**src/rtl/lieat_ifu_ifetch_req_pkg.sv**
```systemverilog
// rtl/lieat_ifu_ifetch_req_pkg.sv - shared widths and next-PC select types for the fetch-request block
//
// Purpose : common widths (XLEN, REG_IDX), the next-PC source select
//           enumeration and a small alignment helper used by the fetch
//           request FSM and its target-address adder.
// Ports   : none (package).

package lieat_ifu_ifetch_req_pkg;

   localparam int XLEN    = 32;
   localparam int REG_IDX = 5;

   // Source of the next fetch address.
   typedef enum logic [1:0] {
      NPC_SEQ  = 2'd0,   // outstanding pc + 4
      NPC_BR   = 2'd1,   // outstanding pc + immediate
      NPC_JALR = 2'd2    // (rs1 + immediate) with bit 0 cleared
   } npc_sel_e;

   // jalr targets ignore bit 0 of the computed sum.
   function automatic logic [XLEN-1:0] clear_bit0(input logic [XLEN-1:0] addr);
      clear_bit0 = {addr[XLEN-1:1], 1'b0};
   endfunction

endpackage

```
**src/rtl/lieat_ifu_ifetch_req_nextpc.sv**
```systemverilog
// rtl/lieat_ifu_ifetch_req_nextpc.sv - combinational next fetch-address adder
//
// Purpose : computes the next fetch address from the outstanding pc, the
//           decoded immediate and the rs1 value, according to sel.
//           All sums wrap modulo 2^XLEN.
// Ports   : pc        in  XLEN  pc of the instruction just returned
//           immb      in  XLEN  branch / jump offset
//           rs1_rdata in  XLEN  jalr base register value
//           sel       in  enum  which target to produce
//           target    out XLEN  next fetch address

module lieat_ifu_nextpc
   import lieat_ifu_ifetch_req_pkg::*;
(
   input  logic [XLEN-1:0] pc,
   input  logic [XLEN-1:0] immb,
   input  logic [XLEN-1:0] rs1_rdata,
   input  npc_sel_e        sel,
   output logic [XLEN-1:0] target
);

   always_comb begin
      target = pc + XLEN'(4);
      unique case (sel)
         NPC_BR:   target = pc + immb;
         NPC_JALR: target = clear_bit0(rs1_rdata + immb);
         default:  target = pc + XLEN'(4);
      endcase
   end

endmodule

```
**src/rtl/lieat_ifu_ifetch_req.sv**
```systemverilog
// rtl/lieat_ifu_ifetch_req.sv - instruction-fetch request FSM with flush, stall and jalr hazard handling
//
// Purpose : issues one instruction-memory request at a time, forwards the
//           returned response together with its pc, and chooses the next
//           fetch address from same-cycle decode feedback (sequential,
//           branch, jalr, or serialize on csr/fence.i). An EXU flush
//           redirects fetch from any state; a response belonging to a
//           request issued before the flush is swallowed.
// Ports   : clk, rst_n                 clock, asynchronous active-low reset
//           req_o_valid/req_i_ready    fetch request handshake
//           req_o_pc                   fetch address
//           rsp_i_valid                memory response (one outstanding max)
//           rsp_o_valid/rsp_o_pc       forwarded response and its pc
//           dec_*                      decode feedback for the response
//           rs1_rdata/rs1_busy         jalr base value and its readiness
//           flush_i_valid/flush_i_pc   redirect from execute
//           ifu_i_stall                downstream full, hold off new requests

module lieat_ifu_ifetch_req
   import lieat_ifu_ifetch_req_pkg::*;
#(
   parameter logic [XLEN-1:0] RESET_PC = 32'h8000_0000
)
(
   input  logic               clk,
   input  logic               rst_n,
   output logic               req_o_valid,
   input  logic               req_i_ready,
   output logic [XLEN-1:0]    req_o_pc,
   input  logic               rsp_i_valid,
   output logic               rsp_o_valid,
   output logic [XLEN-1:0]    rsp_o_pc,
   input  logic               dec_prdt_taken,
   input  logic               dec_rs1en,
   input  logic               dec_csr,
   input  logic               dec_fencei,
   input  logic [REG_IDX-1:0] dec_rs1,
   input  logic [XLEN-1:0]    dec_immb,
   input  logic [XLEN-1:0]    rs1_rdata,
   input  logic               rs1_busy,
   input  logic               flush_i_valid,
   input  logic [XLEN-1:0]    flush_i_pc,
   input  logic               ifu_i_stall
);

   typedef enum logic [2:0] {
      ST_BOOT  = 3'd0,
      ST_REQ   = 3'd1,
      ST_WAIT  = 3'd2,
      ST_HOLD  = 3'd3,
      ST_STALL = 3'd4
   } state_e;

   state_e             state;
   logic [XLEN-1:0]    pc;
   logic [XLEN-1:0]    out_pc;      // pc of the outstanding request
   logic               drop;        // outstanding response belongs to a flushed stream
   logic               hold_jalr;   // HOLD is waiting on rs1, not on a flush
   logic [XLEN-1:0]    hold_imm;
   logic [REG_IDX-1:0] hold_rs1;

   npc_sel_e           npc_sel;
   logic [XLEN-1:0]    npc_imm;
   logic [XLEN-1:0]    target;
   logic               jalr;
   logic               dec_hazard;
   logic               hold_hazard;
   logic               serialize;
   state_e             resume;

   // x0 is hard-wired, so a busy flag on it never blocks a jalr.
   assign jalr        = dec_prdt_taken & dec_rs1en;
   assign dec_hazard  = rs1_busy & (dec_rs1 != '0);
   assign hold_hazard = rs1_busy & (hold_rs1 != '0);
   assign serialize   = dec_csr | dec_fencei;
   assign resume      = ifu_i_stall ? ST_STALL : ST_REQ;

   assign req_o_valid = (state == ST_REQ);
   assign req_o_pc    = pc;
   assign rsp_o_pc    = out_pc;
   assign rsp_o_valid = (state == ST_WAIT) & rsp_i_valid & ~drop;

   // In HOLD the decode bus may already carry another instruction, so the
   // jalr offset is taken from the copy captured with the response.
   always_comb begin
      npc_sel = NPC_SEQ;
      npc_imm = dec_immb;
      if (state == ST_HOLD) begin
         npc_sel = NPC_JALR;
         npc_imm = hold_imm;
      end else if (jalr) begin
         npc_sel = NPC_JALR;
      end else if (dec_prdt_taken) begin
         npc_sel = NPC_BR;
      end
   end

   lieat_ifu_nextpc u_nextpc (
      .pc        (out_pc),
      .immb      (npc_imm),
      .rs1_rdata (rs1_rdata),
      .sel       (npc_sel),
      .target    (target)
   );

   always_ff @(posedge clk or negedge rst_n) begin
      if (!rst_n) begin
         state     <= ST_BOOT;
         pc        <= RESET_PC;
         out_pc    <= '0;
         drop      <= 1'b0;
         hold_jalr <= 1'b0;
         hold_imm  <= '0;
         hold_rs1  <= '0;
      end else begin
         unique case (state)
            ST_BOOT: begin
               if (flush_i_valid) begin
                  pc    <= flush_i_pc;
                  state <= resume;
               end else begin
                  state <= ST_REQ;
               end
            end

            ST_REQ: begin
               if (req_i_ready) begin
                  out_pc <= pc;
                  state  <= ST_WAIT;
                  // Request already left: its response must be discarded.
                  if (flush_i_valid) begin
                     pc   <= flush_i_pc;
                     drop <= 1'b1;
                  end
               end else if (flush_i_valid) begin
                  pc    <= flush_i_pc;
                  state <= resume;
               end
            end

            ST_WAIT: begin
               if (rsp_i_valid) begin
                  drop <= 1'b0;
                  if (flush_i_valid) begin
                     pc    <= flush_i_pc;
                     state <= resume;
                  end else if (drop) begin
                     // pc already holds the flush target
                     state <= resume;
                  end else if (serialize) begin
                     hold_jalr <= 1'b0;
                     state     <= ST_HOLD;
                  end else if (jalr && dec_hazard) begin
                     hold_jalr <= 1'b1;
                     hold_imm  <= dec_immb;
                     hold_rs1  <= dec_rs1;
                     state     <= ST_HOLD;
                  end else begin
                     pc    <= target;
                     state <= resume;
                  end
               end else if (flush_i_valid) begin
                  pc   <= flush_i_pc;
                  drop <= 1'b1;
               end
            end

            ST_HOLD: begin
               if (flush_i_valid) begin
                  pc        <= flush_i_pc;
                  hold_jalr <= 1'b0;
                  state     <= resume;
               end else if (hold_jalr && !hold_hazard) begin
                  pc        <= target;
                  hold_jalr <= 1'b0;
                  state     <= resume;
               end
            end

            ST_STALL: begin
               if (flush_i_valid) begin
                  pc    <= flush_i_pc;
                  state <= resume;
               end else if (!ifu_i_stall) begin
                  state <= ST_REQ;
               end
            end

            default: state <= ST_BOOT;
         endcase
      end
   end

endmodule

```
**config.mk**
```make
export PLATFORM = sky130hd
export DESIGN_NAME = lieat_ifu_ifetch_req
export DESIGN_NICKNAME = d
export VERILOG_FILES = /design/src/rtl/lieat_ifu_ifetch_req_pkg.sv /design/src/rtl/lieat_ifu_ifetch_req_nextpc.sv /design/src/rtl/lieat_ifu_ifetch_req.sv
export SDC_FILE = /design/constraint.sdc
export NUM_CORES = 1
export LEC_CHECK = 0
export ABC_AREA = 1
export CORE_MARGIN = 3
export CORE_UTILIZATION = 56
export DETAILED_ROUTE_END_ITERATION = 8
export PLACE_DENSITY = 0.78
export SYNTH_ARGS = -nofsm -noshare
export SYNTH_HDL_FRONTEND = slang
export SYNTH_SLANG_ARGS = --single-unit
```
**constraint.sdc**
```tcl
create_clock -name clk -period 4.7 [get_ports clk]
set_clock_uncertainty 0.2 [all_clocks]
set_input_delay 1.175 -clock clk [delete_from_list [all_inputs] [get_ports clk]]
set_output_delay 1.175 -clock clk [all_outputs]
set_load 0.01 [all_outputs]
```
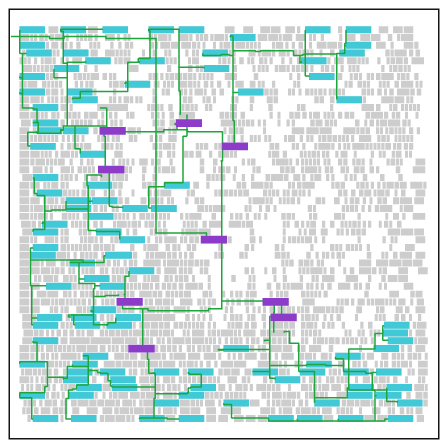
(images/clk_routes.png)
legend:
  purple:
    item: clock drivers
    count: 9
  green:
    item: clock wires
    length: 1620 um
  cyan:
    item: flip-flops
    count: 106
flops lie: all over the die
clock-net power: 0.000868 W
clock power share: 0.114
Insertion Delay late pin: 370 ps

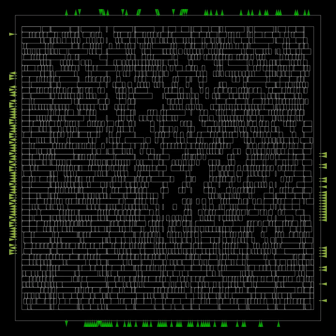
(images/placement.png)
Seq/total area: 0.189
Well Taps: 265
core area: 19800 um^2
row count: 51

==> impl_metrics.env <==
# yosys + openroad results
export IMPL_status="completed"
export IMPL_initial_core_util=0.583
export IMPL_fin_crit_sh=0.896
export IMPL_avgSynthCellArea_um2=5.92
export IMPL_yosys_area_top_type="dfrtp_1"
export IMPL_max_cap_viol_count=0
export IMPL_cts_tree="done"
export IMPL_ys_top_cells_by_area="dfrtp_1 23%, nand2_1 22%, ha_1 8.4%, inv_1 8.1%, o21ai_0 7.2%"
export IMPL_synth_seq_share=0.229
export IMPL_worst_pin_slew_ps=1220
export IMPL_worst_path_buf_inv=4
export IMPL_grt_start_max_net_pins=71
export IMPL_gr_total_overflow=0
export IMPL_ys_area_um2=11600
export IMPL_yosysWarnings=0
export IMPL_maxSlewViolCount=0
export IMPL_leakage_nw=7.12
export IMPL_h_tree_depth=3
export IMPL_hold_ws_ps=290
export IMPL_slew_headroom=0.183
export IMPL_clk_path_buf_depth=2
export IMPL_grt_pass1_wl_um=68300
export IMPL_async_reset_ff_frac=1.00
export IMPL_place_ws_ps=201
export IMPL_fin_nets=2319
export IMPL_syn_nets=2146
export IMPL_max_freq_mhz=238
export IMPL_chipArea_um2=22400
export IMPL_critPathMaxFanout=4
export IMPL_cp_slowest_cell="clkdlybuf4s50_1"
export IMPL_hold_viol_final=0
export IMPL_regArea_um2=2650
export IMPL_fin_setup_tns_ps=0
export IMPL_drive_gt1_frac=0.0483
export IMPL_crit_type="in2reg"
export IMPL_gp_congestion=1.02
export IMPL_tool_warnings=42
export IMPL_cp_slowest_stage_delay_ps=450
export IMPL_clock_sinks=106
export IMPL_setup_ws_ps=491
export IMPL_synthToLayoutAreaGrowth_pct=21.5
export IMPL_n_fill_cell=1686
export IMPL_period_needed_ps=4210
export IMPL_antenna_found_initial=0
export IMPL_hold_buffers=0
export IMPL_utilization=0.708
export IMPL_start_kind="primary input"
export IMPL_ys_seq_elements=106
export IMPL_die_w_um=150
export IMPL_grt_pass1_vias=13000
export IMPL_ir_drop_mv=0.484
export IMPL_drtIter0Drc=1566
export IMPL_critPathTopFamily="simple AND/OR/NAND/NOR gates"
export IMPL_ys_types=53
export IMPL_drc_errors=0
export IMPL_netlist_area_um2=11600
export IMPL_via_per_inst=5.84
export IMPL_drt_first_pass_iters=8
export IMPL_cp_end_kind="register"
export IMPL_antenna_diode_count=0
export IMPL_ys_cells=1954
export IMPL_grt_use_total=0.384
export IMPL_setup_violations=0
export IMPL_dp_final_hpwl_um=34400
export IMPL_edf_count=0
export IMPL_vias=14000
export IMPL_cts_root_buf="clkbuf_16"
export IMPL_crit_arrival_ps=4270
export IMPL_cp_required_ps=4760
export IMPL_post_cts_buffers=0
export IMPL_die_h_um=150
export IMPL_worstPathCellList="clkdlybuf4s50_1 > inv_1 > o21ai_0 > ha_1 > nand2_1 > inv_1 > a21oi_1 > nand2_2 > nand2_1 > nand2_1 > o21ai_0 > nor2_1 > nor3_1 > o21ai_0 > nand2_1 > nand3_1 > nand2_1 > inv_1"
export IMPL_syn_inst=1954
export IMPL_wire_per_inst_um=18.2
export IMPL_numCtsBuffers=9
export IMPL_cpMostUsedCell="nand2_1"
export IMPL_antenna_left=0
export IMPL_post_cts_resized=0
export IMPL_p_per_area_nw_per_um2=541
export IMPL_rsz0062_at_grt="false"
export IMPL_min_path_type="reg2reg"
export IMPL_path_clk_slew_ps=90
export IMPL_synth_main_ff_cell="dfrtp_1"
export IMPL_logic_area_um2=7650
export IMPL_yosysTopAreaCellShare=0.227
export IMPL_totalWireLength_um=43600
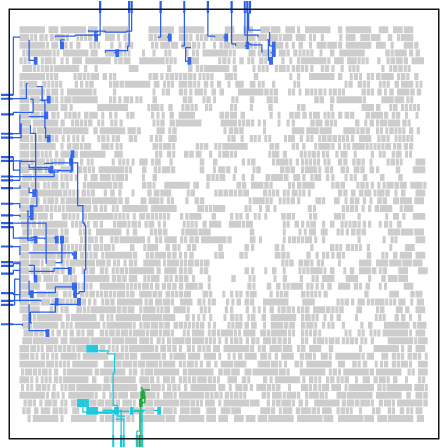
(images/io_fan.png)
legend:
  blue:
    port: `flush_i_pc`
    bits: 32
    direction: input
    edge: 22 left, 10 top
    end_cells: 32
    buffers: 32
    wire: 733 um
  cyan:
    port: `dec_rs1`
    bits: 5
    direction: input
    edge: bottom
    end_cells: 6
    buffers: 5
    wire: 124 um
  green:
    port: `dec_rs1en`
    bits: 1
    direction: input
    edge: bottom
    end_cells: 2
    buffers: 1
    wire: 27.5 um
number of buffers added on ports: 177
I/O Pins: 178

final cells by class:
cell class / count / share of cell area
clock buffers: 9 / 0.0160
clock inverters: 7 / 0.00766
inverters: 255 / 0.0681
multi-input cells: 1533 / 0.544
flip-flops and latches: 106 / 0.189
well taps: 265 / 0.0236
repair buffers: 222 / 0.151
placed cells by master, fill, tap and decap left out, drive strengths merged, types with 9 or more instances in the layout:
cell | netlist | routed
a21oi | 125 | 125
a22oi | 21 | 21
buf | 19 | 47
clkbuf | 39 | 9
clkdlybuf4s50 | 1 | 175
dfrtp | 105 | 105
ha | 78 | 78
inv | 255 | 257
nand2 | 678 | 678
nand3 | 153 | 153
nand3b | 15 | 15
nand4 | 25 | 25
nor2 | 161 | 161
nor3 | 33 | 33
nor4 | 12 | 12
o21ai | 171 | 171
xor2 | 14 | 14
registers in the layout, summed over array words and instances, names as in the netlist:
name / flops
hold_rs1: 5
rsp_o_pc: 32
hold_imm: 32
state: 3
hold_jalr: 1
drop: 1
req_o_pc: 32
power by group:
part	switching, W	internal [W]
clock network	0.000432	0.000436
registers	0.000567	0.00123
logic	0.00306	0.00188
total	0.00406	0.00355
kinds of logic after synthesis:
logic type / synth area share
and+or+nand+nor: 0.398
AOI/OAI and AO/OA: 0.157
buffers and inverters: 0.109
DFF: 0.229
adders and majority gates: 0.0879
xor gates and xnor gates: 0.0136
muxes: 0.00487
synth_stat cells (7+ instances only):
cell      number
a21oi_1      124
a22oi_1       21
buf_2         10
clkbuf_1      36
dfrtp_1      105
ha_1          78
inv_1        248
inv_2          7
nand2_1      670
nand2_2        7
nand3_1      150
nand3b_1      15
nand4_1       25
nor2_1       156
nor3_1        31
nor4_1        12
o21ai_0      166
xor2_1        14
through the flow:
step                instances  area, um^2  total power, W
floorplan                1954       11600         0.00466
global placement         2381       13700         0.00642
detailed placement       2381       13700         0.00655
CTS                      2397       14100         0.00745
global route             2397       14100         0.00816
finish                   2397       14100         0.00760
worst paths after layout:
check / startpoint / slack (ps) / cells past startpoint / end
max: dec_immb[3] / 490 / 18 / req_o_pc[9]
min: hold_imm[30] / 290 / 2 / hold_imm[30]
max reg2reg: state[2] / 780 / 22 / req_o_pc[17]
min reg2reg: hold_imm[30] / 290 / 2 / hold_imm[30]
max in group asynchronous: rst_n / 2890 / 2 / req_o_pc[31]
min in group asynchronous: rst_n / 590 / 1 / hold_imm[30]
worst reg2reg max path, stage by stage, from the launching register on:
cell and delay [ps]:
dfrtp_1 450, inv_2 120, nand3_2 150, inv_2 130
buf_12 250, o21ai_0 150, buf_4 160, ha_1 360
a21oi_1 250, nand2_1 160, a21oi_1 140, nand2_1 200
nand2_1 110, nand2_1 80, nor2_1 80, nand3b_1 100
nand3_1 220, nand2_1 170, nand2_1 80, nand2_1 70
nand3_1 90, nand2_1 60, inv_1 30
routing by layer:
metal | wire length (um) | part of all wire | track usage | vias to the layer above
met2 | 20000 | 0.46 | 0.633 | 841
met4 | 1550 | 0.036 | 0.129 | 0
met5 | 0 | 0 | 0 | -
met1 | 17400 | 0.40 | 0.525 | 6353
li1 | - | - | - | 6703
met3 | 4680 | 0.11 | 0.0472 | 95
No activity file was given, so power comes from the tool's default toggle rates.
